**Sizing map**

Scale bar: 100 um.
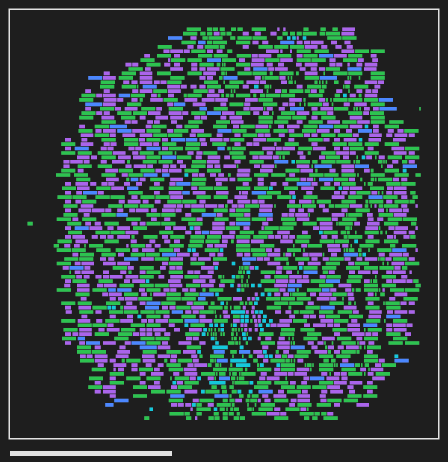
**Clock wires, drivers and flops**

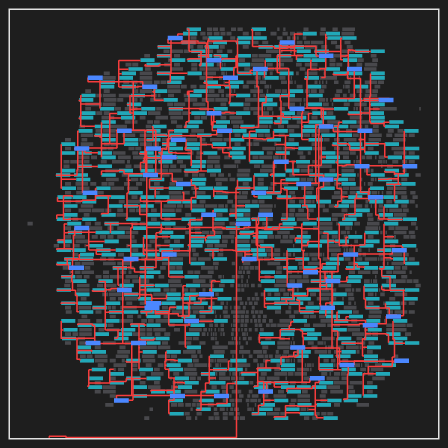
--- src/rtl/neo_tap_buffer.sv ---
// Multi-channel circular sample buffer emitting aligned NEO tap triples x[n-K], x[n], x[n+K].
// Optional NEO_ENERGY_EN adds a registered out_energy = cur*cur - prev*next output.
module neo_tap_buffer #(
  parameter int N  = 16,
  parameter int M  = 32,
  parameter int CH = 1,
  parameter int K  = 1,
  parameter int CW = (CH > 1) ? $clog2(CH) : 1
) (
  input  logic          Clk,
  input  logic          reset,
  input  logic          clear,
  input  logic          in_valid,
  output logic          in_ready,
  input  logic [CW-1:0] in_chan,
  input  logic [N-1:0]  in_data,
  output logic          out_valid,
  input  logic          out_ready,
  output logic [CW-1:0] out_chan,
  output logic [N-1:0]  out_prev,
  output logic [N-1:0]  out_cur,
  output logic [N-1:0]  out_next
`ifdef NEO_ENERGY_EN
  ,
  output logic signed [2*N:0] out_energy
`endif
);

  localparam int AW = $clog2(M);
  localparam int FW = $clog2(2*K+2);
  localparam logic [AW-1:0] LAG_1     = AW'(K);
  localparam logic [AW-1:0] LAG_2     = AW'(2*K);
  localparam logic [FW-1:0] FILL_MAX  = FW'(2*K+1);
  localparam logic [FW-1:0] FILL_TRIG = FW'(2*K);
  localparam logic [CW:0]   CH_LIM    = (CW+1)'(CH);

  logic [N-1:0]  mem_r  [CH][M];
  logic [AW-1:0] wptr_r [CH];
  logic [FW-1:0] fill_r [CH];

  logic          accept_s;
  logic          in_range_s;
  logic          load_s;
  logic [CW-1:0] chan_s;
  logic [AW-1:0] wptr_s;
  logic [AW-1:0] prev_addr_s;
  logic [AW-1:0] cur_addr_s;
  logic [FW-1:0] fill_s;
  logic [N-1:0]  prev_s;
  logic [N-1:0]  cur_s;

  // Handshake, channel decode and tap read-out for the sample being offered.
  always_comb begin
    in_ready   = !clear && (!out_valid || out_ready);
    accept_s   = in_valid && in_ready;
    in_range_s = ({1'b0, in_chan} < CH_LIM);
    if (in_range_s) begin
      chan_s = in_chan;
    end else begin
      chan_s = {CW{1'b0}};
    end
    wptr_s      = wptr_r[chan_s];
    fill_s      = fill_r[chan_s];
    // The write slot is wptr itself, so 2K < M keeps both taps clear of it.
    prev_addr_s = wptr_s - LAG_2;
    cur_addr_s  = wptr_s - LAG_1;
    prev_s      = mem_r[chan_s][prev_addr_s];
    cur_s       = mem_r[chan_s][cur_addr_s];
    load_s      = accept_s && in_range_s && (fill_s >= FILL_TRIG);
  end

`ifdef NEO_ENERGY_EN
  logic signed [2*N:0] prev_x_s;
  logic signed [2*N:0] cur_x_s;
  logic signed [2*N:0] next_x_s;
  logic signed [2*N:0] energy_s;

  // Full-precision Teager-Kaiser energy of the triple about to be loaded.
  always_comb begin
    prev_x_s = (2*N+1)'($signed(prev_s));
    cur_x_s  = (2*N+1)'($signed(cur_s));
    next_x_s = (2*N+1)'($signed(in_data));
    energy_s = (cur_x_s * cur_x_s) - (prev_x_s * next_x_s);
  end
`endif

  // Per-channel sample memory, write pointers and fill counters.
  always_ff @(posedge Clk or negedge reset) begin
    if (!reset) begin
      for (int c = 0; c < CH; c++) begin
        wptr_r[c] <= {AW{1'b0}};
        fill_r[c] <= {FW{1'b0}};
        for (int a = 0; a < M; a++) begin
          mem_r[c][a] <= {N{1'b0}};
        end
      end
    end else if (clear) begin
      for (int c = 0; c < CH; c++) begin
        wptr_r[c] <= {AW{1'b0}};
        fill_r[c] <= {FW{1'b0}};
      end
    end else if (accept_s && in_range_s) begin
      mem_r[chan_s][wptr_s] <= in_data;
      wptr_r[chan_s]        <= wptr_s + AW'(1);
      if (fill_s < FILL_MAX) begin
        fill_r[chan_s] <= fill_s + FW'(1);
      end
    end
  end

  // Output triple register with hold-while-stalled behaviour.
  always_ff @(posedge Clk or negedge reset) begin
    if (!reset) begin
      out_valid  <= 1'b0;
      out_chan   <= {CW{1'b0}};
      out_prev   <= {N{1'b0}};
      out_cur    <= {N{1'b0}};
      out_next   <= {N{1'b0}};
`ifdef NEO_ENERGY_EN
      out_energy <= {(2*N+1){1'b0}};
`endif
    end else if (clear) begin
      out_valid <= 1'b0;
    end else if (load_s) begin
      out_valid  <= 1'b1;
      out_chan   <= chan_s;
      out_prev   <= prev_s;
      out_cur    <= cur_s;
      out_next   <= in_data;
`ifdef NEO_ENERGY_EN
      out_energy <= energy_s;
`endif
    end else if (out_ready) begin
      out_valid <= 1'b0;
    end
  end

endmodule

--- config.mk ---
export PLATFORM = sky130hd
export DESIGN_NAME = neo_tap_buffer
export DESIGN_NICKNAME = d
export VERILOG_FILES = /design/src/rtl/neo_tap_buffer.sv
export SDC_FILE = /design/constraint.sdc
export NUM_CORES = 1
export LEC_CHECK = 0
export CAP_MARGIN = 15
export CORE_MARGIN = 10
export CORE_UTILIZATION = 50
export DETAILED_ROUTE_END_ITERATION = 16
export PLACE_DENSITY_LB_ADDON = 0.3
export SETUP_SLACK_MARGIN = 0.4
export SLEW_MARGIN = 20
export SYNTH_ARGS = -nofsm -noshare
export SYNTH_HDL_FRONTEND = slang
export SYNTH_SLANG_ARGS = --single-unit
export TNS_END_PERCENT = 50
--- constraint.sdc ---
create_clock -name Clk -period 4.6 [get_ports Clk]
set_clock_uncertainty 0.2 [all_clocks]
set_input_delay 1.15 -clock Clk [delete_from_list [all_inputs] [get_ports Clk]]
set_output_delay 1.15 -clock Clk [all_outputs]
set_load 0.02 [all_outputs]
==> flow_metrics.env <==
# yosys + openroad results
export IMPL_setup_worst_path_class="primary input to primary output"
export IMPL_met2_usage=0.370
export IMPL_grt_pass1_wl_um=119000
export IMPL_finish_utilization=0.566
export IMPL_tightest_slew_ps=934
export IMPL_ys_warn_count=0
export IMPL_top_power_group="registers"
export IMPL_nMultiInputCombCells=1149
export IMPL_wl_um=76700
export IMPL_synthTopCellsByArea="dfrtp_1 (48%), mux2_2 (22%), mux4_2 (21%)"
export IMPL_power_switching_uw=2820
export IMPL_comb_cell_power_uw=1180
export IMPL_max_cap_viol_count=0
export IMPL_num_nets_final=1988
export IMPL_grt_pass1_vias=19207
export IMPL_ys_chip_area_um2=29600
export IMPL_clkbuf_count=87
export IMPL_drt_antenna_violating_nets=0
export IMPL_dp_hpwl_um=46700
export IMPL_path_common_cell="clkdlybuf4s50_1"
export IMPL_insertion_delay_ps=620
export IMPL_post_cts_buffers=0
export IMPL_ioPinCount=73
export IMPL_whs_path_depth=1
export IMPL_dp_cells=2667
export IMPL_met2_length_um=38300
export IMPL_cts_buffer_depth=3
export IMPL_status="finished clean"
export IMPL_crit_cells=3
export IMPL_rows=89
export IMPL_clk_share=0.0613
export IMPL_simple_gate_share=0.0276
export IMPL_comb_share=0.437
export IMPL_fp_util=0.504
export IMPL_flops=568
## Picture notes: 'sizing map'
Key: x2 = purple [cells 914, share 46%, most used mux2_2]; x3 and x4 = cyan [cells 88, share 4.4%, most used buf_4]; x6 and larger = blue [cells 91, share 4.5%, most used clkbuf_16]; x1 and smaller = green [cells 912, share 45%, most used dfrtp_1]

## Picture notes: 'clock wires, drivers and flops'
Key: clock wires = red [length 7210 um]; clock-net drivers = blue [count 61]; flip-flops = cyan [count 568]
There are 62 routed clock nets.

